==> images/sizes.png <==
(4 px per um)
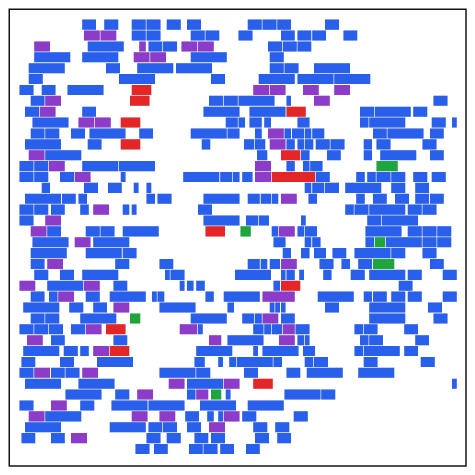
==> images/io_fan.png <==
(2 px per um)
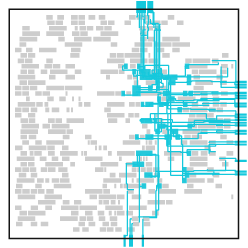
==> images/placement.png <==
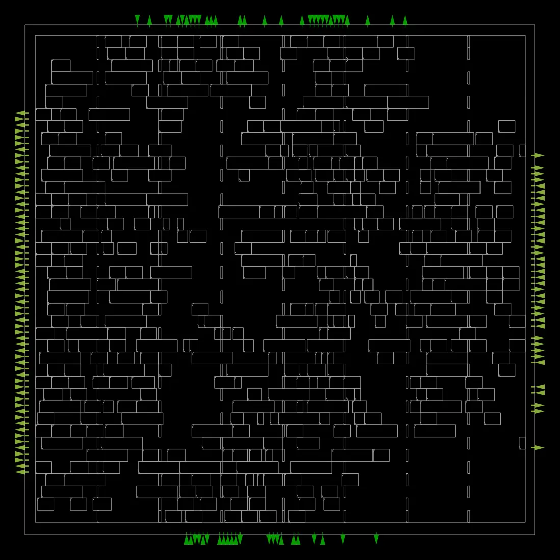
<file path="src/rtl/mem_load_unit_if.sv">
// Request, memory-read and response signals between the load unit and its neighbours.
// The slave modport is the load unit; the master modport is the pipeline/memory side.
interface mem_load_unit_if;
    logic        req_valid;
    logic        req_ready;
    logic [31:0] req_addr;
    logic [2:0]  req_funct3;
    logic [4:0]  req_rd;
    logic        rom_re;
    logic        ram_re;
    logic [31:0] mem_addr;
    logic [31:0] mem_rdata;
    logic        mem_read_valid;
    logic        rsp_valid;
    logic        rsp_ready;
    logic [31:0] rsp_data;
    logic [4:0]  rsp_rd;
    logic        rsp_err;

    modport slave (
        input  req_valid, req_addr, req_funct3, req_rd, mem_rdata, mem_read_valid, rsp_ready,
        output req_ready, rom_re, ram_re, mem_addr, rsp_valid, rsp_data, rsp_rd, rsp_err
    );

    modport master (
        output req_valid, req_addr, req_funct3, req_rd, mem_rdata, mem_read_valid, rsp_ready,
        input  req_ready, rom_re, ram_re, mem_addr, rsp_valid, rsp_data, rsp_rd, rsp_err
    );
endinterface

</file>
<file path="src/rtl/mem_load_unit.sv">
// Load request controller: decodes ROM/RAM target, pulses the read enable, extends the result.
// Optional WAIT timeout enabled by defining LOAD_UNIT_TIMEOUT_EN.
module mem_load_unit #(
    parameter logic [31:0] ROM_LIMIT      = 32'h0000_FFFF,
    parameter int unsigned TIMEOUT_CYCLES = 64
) (
    input  logic            clk,
    input  logic            rst,
    mem_load_unit_if.slave  bus
);
    typedef enum logic [1:0] {IDLE, WAIT, RESP} state_t;

    state_t      state, stateNext;
    logic [1:0]  laneQ;
    logic [2:0]  funct3Q;
    logic        romSelQ;
    logic        firstWaitQ;
    logic [31:0] memAddrQ;
    logic [31:0] rspDataQ;
    logic [4:0]  rspRdQ;
    logic        rspErrQ;
    logic        reqLegal;
    logic        timeoutHit;

    function automatic logic [31:0] extract(input logic [31:0] word, input logic [1:0] lane,
                                            input logic [2:0] f3);
        logic [7:0]  b;
        logic [15:0] h;
        logic [31:0] r;
        case (lane)
            2'd0:    b = word[7:0];
            2'd1:    b = word[15:8];
            2'd2:    b = word[23:16];
            default: b = word[31:24];
        endcase
        h = lane[1] ? word[31:16] : word[15:0];
        case (f3)
            3'b000:  r = {{24{b[7]}}, b};
            3'b001:  r = {{16{h[15]}}, h};
            3'b100:  r = {24'h00_0000, b};
            3'b101:  r = {16'h0000, h};
            default: r = word;
        endcase
        return r;
    endfunction

    always_comb begin
        case (bus.req_funct3)
            3'b000, 3'b100: reqLegal = 1'b1;
            3'b001, 3'b101: reqLegal = ~bus.req_addr[0];
            3'b010:         reqLegal = (bus.req_addr[1:0] == 2'b00);
            default:        reqLegal = 1'b0;
        endcase
    end

`ifdef LOAD_UNIT_TIMEOUT_EN
    localparam int unsigned CW = $clog2(TIMEOUT_CYCLES + 1);
    localparam logic [CW-1:0] TO_LAST = CW'(TIMEOUT_CYCLES - 1);
    logic [CW-1:0] waitCnt;

    // Cleared while idle so it is zero on every entry to WAIT.
    always_ff @(posedge clk or posedge rst) begin
        if (rst)
            waitCnt <= '0;
        else if (state == IDLE)
            waitCnt <= '0;
        else if (state == WAIT && !bus.mem_read_valid)
            waitCnt <= waitCnt + 1'b1;
    end

    assign timeoutHit = (state == WAIT) && !bus.mem_read_valid && (waitCnt == TO_LAST);
`else
    assign timeoutHit = 1'b0;
`endif

    always_ff @(posedge clk or posedge rst) begin
        if (rst) state <= IDLE;
        else     state <= stateNext;
    end

    always_comb begin
        stateNext = state;
        case (state)
            IDLE:    if (bus.req_valid) stateNext = reqLegal ? WAIT : RESP;
            WAIT:    if (bus.mem_read_valid || timeoutHit) stateNext = RESP;
            RESP:    if (bus.rsp_ready) stateNext = IDLE;
            default: stateNext = IDLE;
        endcase
    end

    always_ff @(posedge clk or posedge rst) begin
        if (rst) begin
            laneQ      <= '0;
            funct3Q    <= '0;
            romSelQ    <= 1'b0;
            firstWaitQ <= 1'b0;
            memAddrQ   <= '0;
            rspDataQ   <= '0;
            rspRdQ     <= '0;
            rspErrQ    <= 1'b0;
        end else begin
            firstWaitQ <= 1'b0;
            case (state)
                IDLE: if (bus.req_valid) begin
                    laneQ   <= bus.req_addr[1:0];
                    funct3Q <= bus.req_funct3;
                    rspRdQ  <= bus.req_rd;
                    if (reqLegal) begin
                        memAddrQ   <= {bus.req_addr[31:2], 2'b00};
                        romSelQ    <= (bus.req_addr <= ROM_LIMIT);
                        firstWaitQ <= 1'b1;
                    end else begin
                        rspDataQ <= '0;
                        rspErrQ  <= 1'b1;
                    end
                end
                WAIT: if (bus.mem_read_valid) begin
                    rspDataQ <= extract(bus.mem_rdata, laneQ, funct3Q);
                    rspErrQ  <= 1'b0;
                end else if (timeoutHit) begin
                    rspDataQ <= '0;
                    rspErrQ  <= 1'b1;
                end
                default: ;
            endcase
        end
    end

    // Enables derive from registered state so reset drops them without waiting for a clock.
    assign bus.req_ready = (state == IDLE);
    assign bus.rom_re    = (state == WAIT) && firstWaitQ && romSelQ;
    assign bus.ram_re    = (state == WAIT) && firstWaitQ && !romSelQ;
    assign bus.mem_addr  = memAddrQ;
    assign bus.rsp_valid = (state == RESP);
    assign bus.rsp_data  = rspDataQ;
    assign bus.rsp_rd    = rspRdQ;
    assign bus.rsp_err   = rspErrQ;
endmodule

</file>
<file path="src/flat_wrapper.sv">
// flat-port wrapper written by rule: the top's interface ports become plain ports
module mem_load_unit_flat 
#(
    parameter logic [31:0] ROM_LIMIT      = 32'h0000_FFFF,
    parameter int unsigned TIMEOUT_CYCLES = 64
)
  (clk, rst, bus_req_valid, bus_req_addr, bus_req_funct3, bus_req_rd, bus_mem_rdata, bus_mem_read_valid, bus_rsp_ready, bus_req_ready, bus_rom_re, bus_ram_re, bus_mem_addr, bus_rsp_valid, bus_rsp_data, bus_rsp_rd, bus_rsp_err);
  mem_load_unit_if bus_i ();
  input  logic clk;
  input  logic rst;
  input wire logic [$bits(bus_i.req_valid)-1:0] bus_req_valid;
  input wire logic [$bits(bus_i.req_addr)-1:0] bus_req_addr;
  input wire logic [$bits(bus_i.req_funct3)-1:0] bus_req_funct3;
  input wire logic [$bits(bus_i.req_rd)-1:0] bus_req_rd;
  input wire logic [$bits(bus_i.mem_rdata)-1:0] bus_mem_rdata;
  input wire logic [$bits(bus_i.mem_read_valid)-1:0] bus_mem_read_valid;
  input wire logic [$bits(bus_i.rsp_ready)-1:0] bus_rsp_ready;
  output wire logic [$bits(bus_i.req_ready)-1:0] bus_req_ready;
  output wire logic [$bits(bus_i.rom_re)-1:0] bus_rom_re;
  output wire logic [$bits(bus_i.ram_re)-1:0] bus_ram_re;
  output wire logic [$bits(bus_i.mem_addr)-1:0] bus_mem_addr;
  output wire logic [$bits(bus_i.rsp_valid)-1:0] bus_rsp_valid;
  output wire logic [$bits(bus_i.rsp_data)-1:0] bus_rsp_data;
  output wire logic [$bits(bus_i.rsp_rd)-1:0] bus_rsp_rd;
  output wire logic [$bits(bus_i.rsp_err)-1:0] bus_rsp_err;
  assign bus_i.req_valid = bus_req_valid;
  assign bus_i.req_addr = bus_req_addr;
  assign bus_i.req_funct3 = bus_req_funct3;
  assign bus_i.req_rd = bus_req_rd;
  assign bus_i.mem_rdata = bus_mem_rdata;
  assign bus_i.mem_read_valid = bus_mem_read_valid;
  assign bus_i.rsp_ready = bus_rsp_ready;
  assign bus_req_ready = bus_i.req_ready;
  assign bus_rom_re = bus_i.rom_re;
  assign bus_ram_re = bus_i.ram_re;
  assign bus_mem_addr = bus_i.mem_addr;
  assign bus_rsp_valid = bus_i.rsp_valid;
  assign bus_rsp_data = bus_i.rsp_data;
  assign bus_rsp_rd = bus_i.rsp_rd;
  assign bus_rsp_err = bus_i.rsp_err;
  mem_load_unit #(.ROM_LIMIT(ROM_LIMIT), .TIMEOUT_CYCLES(TIMEOUT_CYCLES)) u_core (.clk(clk), .rst(rst), .bus(bus_i));
endmodule
</file>
<file path="config.mk">
export PLATFORM = sky130hd
export DESIGN_NAME = mem_load_unit_flat
export DESIGN_NICKNAME = d
export VERILOG_FILES = /design/src/rtl/mem_load_unit_if.sv /design/src/rtl/mem_load_unit.sv /design/src/flat_wrapper.sv
export SDC_FILE = /design/constraint.sdc
export NUM_CORES = 1
export LEC_CHECK = 0
export CORE_MARGIN = 2
export CORE_UTILIZATION = 30
export CTS_BUF_LIST = sky130_fd_sc_hd__clkbuf_8
export CTS_CLUSTER_SIZE = 20
export DETAILED_ROUTE_END_ITERATION = 8
export MAX_ROUTING_LAYER = met4
export SYNTH_ARGS = -nofsm -noshare
export SYNTH_HDL_FRONTEND = slang
export SYNTH_SLANG_ARGS = --single-unit
</file>
<file path="constraint.sdc">
create_clock -name clk -period 5.5 [get_ports clk]
set_clock_uncertainty 0.1 [all_clocks]
set_input_delay 1.1 -clock clk [delete_from_list [all_inputs] [get_ports clk]]
set_output_delay 1.1 -clock clk [all_outputs]
set_load 0.05 [all_outputs]
</file>
==> impl_metrics.env <==
# implementation run metrics
export IMPL_hpwl_um=7780
export IMPL_synthFlopType="dfrtp_1"
export IMPL_grt_pass1_vias=3175
export IMPL_crit_chain="nor2b_1 -> and3_1 -> clkdlybuf4s50_1"
export IMPL_power_density_nw_per_um2=646
export IMPL_drc_errors=0
export IMPL_seq_share_pct=35.7
export IMPL_ys_area_sq_um=3620
export IMPL_period_minus_slack_ns=3.68
export IMPL_met2_usage_pct=25.8
export IMPL_place_gp_congestion=0.822
export IMPL_tns_ns=0
export IMPL_coreArea_sq_um=11900
export IMPL_grt_max_degree=48
export IMPL_max_cap_violations=0
export IMPL_post_place_ws_ns=1.87
export IMPL_relSlewSlack_pct=34.6
export IMPL_p_seq_share_pct=29.2
export IMPL_nFillCells=1131
export IMPL_antenna_found_initial=0
export IMPL_required_ns=4.30
export IMPL_pwr_share_comb_pct=58.6
export IMPL_holdCritStartpoint="u_core.bus.rsp_data[27]$_DFFE_PP0P_"
export IMPL_cts_setup_buffers=0
export IMPL_biggestCellCategory="registers"
export IMPL_reg2reg_depth=4
export IMPL_fp_util_pct=30.4
export IMPL_top_area_cell="dfrtp_1"
export IMPL_routed_wl_um=10400
export IMPL_slew_violations=0
export IMPL_rsz0062_at_grt="false"
export IMPL_tool_warnings=26
export IMPL_startpoint="u_core.state[0]$_DFFE_PP0P_"
export IMPL_layout_nets=508
export IMPL_power_total_uw=3480
export IMPL_synth_area_sq_um=3620
export IMPL_async_reset_ff_share_pct=100
export IMPL_hold_viol=0
export IMPL_path_delay_family="simple AND/OR/NAND/NOR gates"
export IMPL_post_route_period_util_pct=66.9
export IMPL_status="completed"
export IMPL_hold_class="reg2reg"
export IMPL_buf_share_pct=28.0
export IMPL_yosysTopAreaCellShare_pct=53.3
export IMPL_cts_tree="yes"
export IMPL_htreeDepth=3
export IMPL_worstPathArrival_ns=2.48
export IMPL_timing_rr_end="u_core.bus.rsp_data[8]$_DFFE_PP0P_"
export IMPL_swShare_pct=48.1
export IMPL_critPathKind="reg2out"
export IMPL_seq_area_sq_um=1930
export IMPL_die_x_um=114
export IMPL_endpoint_kind="output pin"
export IMPL_cts_resized=0
export IMPL_crit_path_start_kind="flop"
export IMPL_die_area_sq_um=13000
export IMPL_clk_latency_ns=0.35
export IMPL_lay_top_count="clkdlybuf4s50_1"
export IMPL_yosysWarnings=0
export IMPL_cts_root_buffer="clkbuf_8"
export IMPL_cts_buffer_depth=2
export IMPL_clockNetworkAreaShare_pct=3.57
export IMPL_logic_gates=184
export IMPL_chipHeight_um=114
export IMPL_whs_endpoint="u_core.bus.rsp_data[27]$_DFFE_PP0P_"
export IMPL_max_freq_mhz=272
export IMPL_worstMarginPinSlew_ns=0.981
export IMPL_post_drt_wl_per_cell_um=17.9
## Picture notes: sizes.png
| colour | size | cells | share | most used |
|---|---|---|---|---|
| green | _3 and _4 cells | 6 | 1.4% | buf_4 |
| purple | _2 cells | 58 | 13% | mux2_2 |
| blue | _0 and _1 cells | 359 | 83% | clkdlybuf4s50_1 |
| red | _6 and larger | 12 | 2.8% | clkbuf_8 |
Non-clk bufs: 152
final worst setup slack: 1.82 ns
layout overhead on the synthesized area: 49.0%
Final Instance Area: 5390 sq um

## Picture notes: io_fan.png
| colour | port | bits | direction | edge | end cells | buffers | wire |
|---|---|---|---|---|---|---|---|
| cyan | `bus_mem_rdata` | 32 | input | 20 east, 8 north, 4 south | 56 | 32 | 1,820 um |
IO Port Bufs: 148
total I/O pin count: 151

## Picture notes: placement.png
site row count: 40
final non-filler cell total: 582

power by group through the flow:
stage	combinational, uW	sequential, uW	clock [uW]
6_report	2040	1020	427
5_1_grt	2140	1060	468
4_1_cts	2050	1020	445
3_5_place_dp	2050	1030	0
3_3_place_gp	2040	1020	0
2_1_floorplan	591	1790	0
logic make-up (layout without fill, tap and decap cells):
logic type      count (synthesis)  in the layout  share of synthesized area (%)
mux                            64             64                           20.1
simple gates                   42             42                           6.85
other cells                     1              2                          0.104
compound gates                 76             76                           15.5
buf+inv                        30            174                           4.15
flops                          77             77                           53.3
metal layers:
layer	share of wire (%)	vias to the layer above
met4	2.7	0
met5	0	-
li1	-	1351
met3	8.4	20
met2	45	133
met1	44	1399
Power figures rest on the tool's default switching activity, not on a simulated workload.
